$ cat src/rtl/als_pkg.sv
// Shared frame geometry and FSM state encoding for the ALS SPI responder.
package als_pkg;

  localparam int unsigned FRAME_BITS  = 16;
  localparam int unsigned LEAD_ZEROS  = 3;
  localparam int unsigned TRAIL_ZEROS = 5;
  localparam int unsigned DATA_SLOT   = FRAME_BITS - LEAD_ZEROS - TRAIL_ZEROS;
  localparam int unsigned CNT_W       = 5;

  typedef enum logic [1:0] {
    IDLE  = 2'd0,
    SHIFT = 2'd1,
    DONE  = 2'd2
  } state_t;

endpackage

$ cat src/rtl/sync_edge.sv
// Multi-flop synchronizer for an asynchronous input plus edge detection.
// level is the synchronized value; edge_c flags a change, direction given by level.
module sync_edge #(
  parameter int unsigned STAGES    = 2,
  parameter logic        RESET_VAL = 1'b1
) (
  input  logic clk,
  input  logic rst,
  input  logic d,
  output logic level,
  output logic edge_c
);

  logic [STAGES-1:0] chain;
  logic              prev;

  always_ff @(posedge clk or negedge rst) begin
    if (!rst) begin
      chain <= {STAGES{RESET_VAL}};
      prev  <= RESET_VAL;
    end else begin
      chain <= {chain[STAGES-2:0], d};
      prev  <= chain[STAGES-1];
    end
  end

  assign level  = chain[STAGES-1];
  assign edge_c = chain[STAGES-1] ^ prev;

endmodule

$ cat src/rtl/als_spi_responder.sv
// SPI read-only responder shipping a 16-bit light-sample frame, MSB first.
// Build option ALS_RESP_TEST_PATTERN_EN replaces the sample register with an incrementing pattern.
module als_spi_responder
  import als_pkg::*;
#(
  parameter int unsigned SYNC_STAGES = 2,
  parameter int unsigned DATA_W      = 8
) (
  input  logic              clk,
  input  logic              rst,
  input  logic [DATA_W-1:0] sample,
  input  logic              sample_valid,
  output logic              sample_ready,
  input  logic              cs,
  input  logic              scl,
  output logic              sdo,
  output logic              sdo_oe,
  output logic              busy,
  output logic              frame_done,
  output logic              frame_abort
);

  localparam logic [CNT_W-1:0] FULL = CNT_W'(FRAME_BITS);

  logic cs_lvl, cs_edge, scl_lvl, scl_edge;
  logic cs_fall, cs_rise, scl_fall;

  sync_edge #(.STAGES(SYNC_STAGES), .RESET_VAL(1'b1)) u_cs_sync (
    .clk    (clk),
    .rst    (rst),
    .d      (cs),
    .level  (cs_lvl),
    .edge_c (cs_edge)
  );

  sync_edge #(.STAGES(SYNC_STAGES), .RESET_VAL(1'b1)) u_scl_sync (
    .clk    (clk),
    .rst    (rst),
    .d      (scl),
    .level  (scl_lvl),
    .edge_c (scl_edge)
  );

  assign cs_fall  = cs_edge & ~cs_lvl;
  assign cs_rise  = cs_edge & cs_lvl;
  assign scl_fall = scl_edge & ~scl_lvl;

  state_t                state;
  logic [DATA_W-1:0]     hold;
  logic [FRAME_BITS-1:0] shreg;
  logic [CNT_W-1:0]      cnt;
  logic [FRAME_BITS-1:0] frame_c;

  assign frame_c = FRAME_BITS'(DATA_SLOT'(hold)) << TRAIL_ZEROS;

`ifdef ALS_RESP_TEST_PATTERN_EN
  logic unused_sample;
  assign unused_sample = ^{sample, sample_valid};

  // Pattern source advances once per completed frame.
  always_ff @(posedge clk or negedge rst) begin
    if (!rst) begin
      hold         <= '0;
      sample_ready <= 1'b0;
    end else begin
      sample_ready <= 1'b0;
      if (state == DONE) hold <= hold + DATA_W'(1);
    end
  end
`else
  // Holding register; the frame in flight works from its own snapshot.
  always_ff @(posedge clk or negedge rst) begin
    if (!rst) begin
      hold         <= '0;
      sample_ready <= 1'b0;
    end else begin
      sample_ready <= 1'b1;
      if (sample_valid && sample_ready) hold <= sample;
    end
  end
`endif

  always_ff @(posedge clk or negedge rst) begin
    if (!rst) begin
      state       <= IDLE;
      shreg       <= '0;
      cnt         <= '0;
      sdo         <= 1'b0;
      sdo_oe      <= 1'b0;
      busy        <= 1'b0;
      frame_done  <= 1'b0;
      frame_abort <= 1'b0;
    end else begin
      frame_done  <= 1'b0;
      frame_abort <= 1'b0;
      case (state)
        IDLE: begin
          if (cs_fall) begin
            state  <= SHIFT;
            shreg  <= frame_c;
            cnt    <= '0;
            sdo    <= frame_c[FRAME_BITS-1];
            sdo_oe <= 1'b1;
            busy   <= 1'b1;
          end
        end
        SHIFT: begin
          if (cs_rise) begin
            state       <= (cnt == FULL) ? DONE : IDLE;
            frame_done  <= (cnt == FULL);
            frame_abort <= (cnt != FULL);
            sdo         <= 1'b0;
            sdo_oe      <= 1'b0;
            busy        <= 1'b0;
          end else if (scl_fall) begin
            // Zeros fill in behind, so edges past the frame end read 0.
            shreg <= shreg << 1;
            sdo   <= shreg[FRAME_BITS-2];
            if (cnt != FULL) cnt <= cnt + CNT_W'(1);
          end
        end
        DONE:    state <= IDLE;
        default: state <= IDLE;
      endcase
    end
  end

endmodule

$ cat config.mk
export PLATFORM = sky130hd
export DESIGN_NAME = als_spi_responder
export DESIGN_NICKNAME = d
export VERILOG_FILES = /design/src/rtl/als_pkg.sv /design/src/rtl/sync_edge.sv /design/src/rtl/als_spi_responder.sv
export SDC_FILE = /design/constraint.sdc
export NUM_CORES = 1
export LEC_CHECK = 0
export CELL_PAD_IN_SITES_DETAIL_PLACEMENT = 0
export CELL_PAD_IN_SITES_GLOBAL_PLACEMENT = 1
export CORE_MARGIN = 3
export CORE_UTILIZATION = 40
export CTS_CLUSTER_DIAMETER = 150
export CTS_CLUSTER_SIZE = 30
export DETAILED_ROUTE_END_ITERATION = 8
export GPL_ROUTABILITY_DRIVEN = 1
export PLACE_DENSITY_LB_ADDON = 0.1
export SETUP_SLACK_MARGIN = 0.1
export SKIP_CTS_REPAIR_TIMING = 1
export SYNTH_ARGS = -nofsm -noshare
export SYNTH_HDL_FRONTEND = slang
export SYNTH_HIERARCHICAL = 1
export SYNTH_SLANG_ARGS = --single-unit
$ cat constraint.sdc
create_clock -name clk -period 3 [get_ports clk]
set_input_delay 0.75 -clock clk [delete_from_list [all_inputs] [get_ports clk]]
set_output_delay 0.75 -clock clk [all_outputs]
set_load 0.01 [all_outputs]
==> run_1/clock_map.png <==
Bar = 20 um.
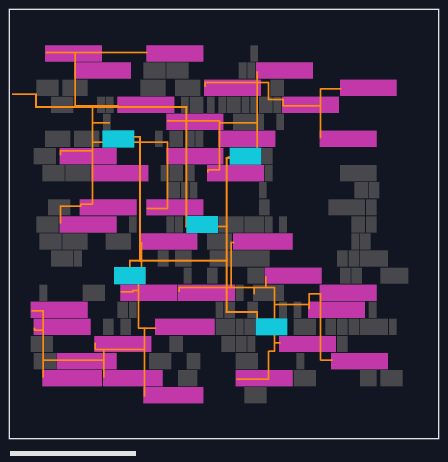
[magenta] flip-flops | count: 36
[orange] clock wires | length: 433 um
[cyan] cells driving clock nets | count: 5
flops lie: widely spread
routed clock nets: 6
power drawn by the clock network: 0.000369 W
worst clock skew: 0.007376 ns

==> run_1/wire_density.png <==
The die is cut into 14 by 14 equal tiles; dark blue is low, red is high, scaled to the fullest tile. Values are wire area over tile area, all layers added.
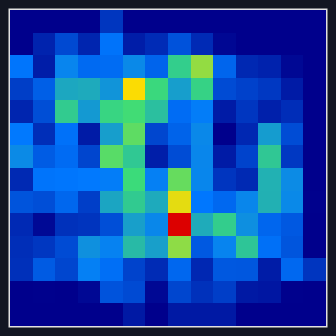
densest ninth of the die: center
tiles over half the peak: 4.6%
fullest tile: 0.51
global router's overall resource usage: 13.76%
average wire per cell in the routed design: 13.12 um
drt total wl: 2702 um

==> results.txt, run 1 <==
Implementation numbers.

- Counting tap cells, the placed design contains a total of 198 instances.
- TritonCTS built the clock tree.
- The clock transition at the registers of the reported paths reads 0.06 ns.
- The fraction of synthesized cell area taken by the top area cell type is 48.62%.
- The post-synthesis cell type with the largest instance count is dfrtp_1.
- The number of buffers created by CTS reads 5.
- Per STA, the worst path is made up of xor2_1, buf_4, o21bai_2, a221oi_4, nor2_1, a31oi_1.
- The area fraction in compound gates after synthesis reads 12.97%.
- The data required time of the critical path is 3.20 ns.
- 90 cells are multi-input combinational gates.
- Per STA, the startpoint of the critical path is u_cs_sync/chain[1].
- The dominant kind of combinational cell is simple AND/OR/NAND/NOR gates.
- Per the placement log, port buffering inserted 18 buffers.
- The flow ran to the end, and the final reports show no timing, DRC or antenna violations.
- The Yosys warning count is 6.
- The I/O pin count reads 19.
- The most used flip-flop cell after synthesis is dfrtp_1.
- The number of cells produced by synthesis reads 139.
- The highest achievable clock rate reads 505.5 MHz.
- The critical path's largest stage delay is 0.64 ns.
- The maximum number of pins on one net before global-route repair is 37.
- The buffer levels on the longest clock path reads 2.
- At the pin with the least slew margin, the transition time is 0.6598 ns.
- Per report_power, the Combinational row totals 0.000270 W.
- Per the cell usage report, the commonest logic cells after layout are dfrtp_1 (30), nand2_1 (24), clkdlybuf4s50_1 (18), nor2_1 (9).
- The launch point of the worst min-delay path is recorded as u_scl_sync/chain[0].
- Per report_power, the sequential group accounts for 51.1% of the total.
- The cell at the slowest stage of the critical path reads dfstp_2.
- The global routing stage identified its most utilized layer as met2.
- Before antenna repair, the detailed router went through 4 iterations.
- Per the timing report, the biggest fanout along the worst path comes to 17.
- The met1 layer usage reported by global route reads 17.19%.
- After detailed routing, the number of remaining DRC violations is 0.
- Setup repair after global routing left no endpoint under its margin.
- The clock power share reads 28.2%.
- The die area reads 0.004642 sq mm.
- The final estimated routing congestion in global placement reads 0.7241.
- Counting flops with a built-in enable in the synthesized netlist gives 0.
- By count the netlist is led by dfrtp_1 (30), nand2_1 (24), nor2_1 (9).
- The met2 track demand over resource is 21.54%.
- The tally of OpenROAD warnings reads 27.
- Setup slack closes at 1.022 ns.
- The kind of launch point of the worst setup path is a register.
- The clock network area share reads 5.398%.
- Per the OpenROAD timing report, the critical path contains 6 cells.
- The detail route stage leaves a number of antenna-violating nets equal to 0.
- The group that draws the most power in this run is registers.
- The global routing report lists met3 layer usage as 3.777%.
- The area growth from synthesis to final layout is 20.10%.
- Along the worst hold path, the cell count comes to 0.
- After synthesis, the design contains 139 cells according to Yosys.
- The buffer count excluding the clock tree in the final layout reads 20.
- The wire length the detailed router placed on met1 is 1245 um.
- The type of the worst min-delay path is reg -> reg.
- Per the OpenROAD floorplan log, the area of the core is 0.003521 sq mm.
- The initial standard-cell utilization of the core reads 43.85%.
==> run_1/cell_classes.png <==
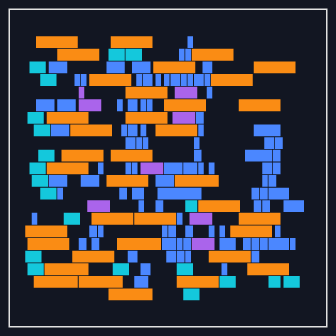
[purple] clock drivers and dummy loads | cells: 8 | share of their area: 5.6%
[blue] all other logic | cells: 96 | share of their area: 33%
[orange] flip-flops | cells: 36 | share of their area: 51%
[cyan] other buffers and delay cells | cells: 20 | share of their area: 11%
final core utilization: 52.67%
cell row count: 21
final cell area excluding filler cells: 0.001854 sq mm

==> run_1/registers.png <==
Other sequential cells in the stronger gray, the rest of the logic in the fainter gray.
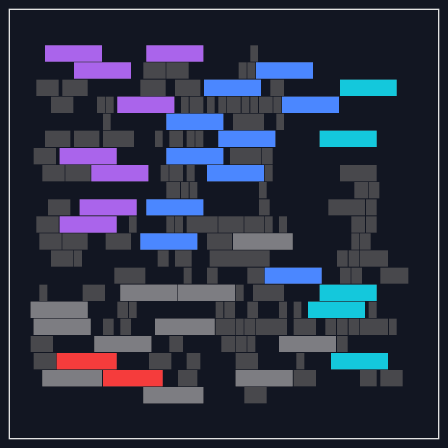
[blue] `shreg` | sequential cells: 10
[purple] `hold` | sequential cells: 8
[cyan] `cnt` | sequential cells: 5
[red] `u_scl_sync/chain` | sequential cells: 2
not colored: 11
sequential fraction of total cell area: 48.99%
Sequential Area: 908.4 sq um
sequential cell power: 0.000667 W

==> run 1 -> run 2 <==
--- a/config.mk
+++ b/config.mk
@@ -8,7 +8,7 @@
 export CELL_PAD_IN_SITES_DETAIL_PLACEMENT = 0
 export CELL_PAD_IN_SITES_GLOBAL_PLACEMENT = 1
 export CORE_MARGIN = 3
-export CORE_UTILIZATION = 40
+export CORE_UTILIZATION = 38
 export CTS_CLUSTER_DIAMETER = 150
 export CTS_CLUSTER_SIZE = 30
 export DETAILED_ROUTE_END_ITERATION = 8
==> constraint.sdc (replaced) <==
create_clock -name clk -period 1.6 [get_ports clk]
set_input_delay 0.4 -clock clk [delete_from_list [all_inputs] [get_ports clk]]
set_output_delay 0.4 -clock clk [all_outputs]
set_load 0.01 [all_outputs]
==> run_2/wire_density.png <==
The die is cut into 14 by 14 equal tiles; dark blue is low, red is high, scaled to the fullest tile. Values are wire area over tile area, all layers added.
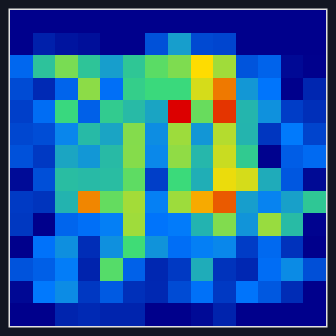
fullest tile: 0.36
mean over tiles: 0.093
nearly empty tiles: 20%
densest ninth of the die: center
drt total wl: 2914 um
number of vias in the routed layout: 1117
global router's overall resource usage: 13.09%
average wire per cell in the routed design: 12.95 um

==> run 2 against run 1 <==
  * The run now ends with negative setup slack left
  * Utilization rose by 2.3 points
  * Routed wire length up 7.8%
  * Fmax is 17% higher
  * Sequential power grew 87%
  * Area after synthesis unchanged
==> results.txt, run 2 <==
Implementation numbers.

- TritonCTS built the clock tree.
- By instance count, the leading cell after synthesis is dfrtp_1.
- The hold path startpoint reads u_scl_sync/chain[0].
- The library cell with the largest summed area after synthesis is dfrtp_1.
- The synthesis run identifies the leading combinational cell family as simple AND/OR/NAND/NOR gates.
- The met1 layer usage reported by global route reads 16.70%.
- The initial standard-cell utilization of the core is 40.65%.
- The CTS report gives the tree buffer count as 5.
- The detailed-route vias per instance is 4.964.
- The power in the clock group is 0.000662 W.
- The top power consumer group reads registers.
- Setup repair after global routing could not meet its margin everywhere.
- The area occupied by registers reads 908.4 sq um.
- The cell at the slowest stage of the critical path reads dfstp_2.
- 19 I/O pins were placed.
- The setup-violating endpoint count in the final report reads 13.
- Of the total standard cell area in the layout, the sequential portion is 43.50%.
- The type of the worst min-delay path reads reg -> reg.
- The final worst slack reads -0.09261 ns.
- The number of logic gates is 91.
- The worst hold path passes through 0 cells.
- Counting flops with a built-in enable in the synthesized netlist gives 0.
- Looking at the global route congestion table, the highest-usage layer is met2.
- The total area inside the core boundary comes to 0.003799 sq mm.
- The highest achievable clock rate is 590.8 MHz.
- The critical path launch point reads u_cs_sync/chain[1].
- The core utilization of the finished layout reads 54.97%.
- The number of standard cells reported by yosys reads 139.
- The flip-flop and latch power is 0.00125 W.
- For this run, the slowest stage of the critical path takes 0.54 ns.
- The chip occupies 0.004864 sq mm.
- The final estimated routing congestion in global placement is 0.7796.
- The flow ran to the end, but the final reports show violations.
- The buffer levels on the longest clock path reads 2.
- Total power normalized to cell area comes to 1231 mW/mm^2.
- The number of design rule violations left after detail routing is 0.
- The met2 track demand over resource is 20.23%.
- The commonest register cell after synthesis is dfrtp_1.
- The number of input and output port buffers inserted is 18.
- After detailed routing, the wire length on met1 is 1359 um.
- The clock network area share reads 4.434%.
- The clock transition at the registers of the reported paths reads 0.07 ns.
- At the worst endpoint, the required time is 1.77 ns.
- The tally of OpenROAD warnings reads 29.
- The clock skew after layout is 0.003063 ns.
- The number of cells produced by synthesis reads 139.
- The highest net fanout along the worst path is 8.
- From synthesis to final layout, the design area changed by 35.25%.
- The checks that failed: negative setup slack.
- The kind of launch point of the worst setup path reads a register.
- The maximum number of pins on one net before global-route repair reads 37.
- The fraction of synthesized cell area taken by the top area cell type is 48.62%.
- The post-route standard cell area excluding fillers is 0.002088 sq mm.
- In the layout the commonest cells are dfrtp_1 (30), nand2_1 (24), buf_4 (14), clkdlybuf4s50_1 (12), nor2_1 (9).
- The total placed cells including tap cells reads 210.
- The number of iterations in the first detailed-routing pass reads 4.
- The met3 layer usage reported by global route is 4.493%.
- Counting instances in the post-synthesis netlist gives the leading cell types as dfrtp_1 (30), nand2_1 (24), nor2_1 (9).
- The path length in cells of the critical path reads 6.
- The number of standard-cell rows in the floorplan is 22.
Power figures rest on the tool's default switching activity, not on a simulated workload.
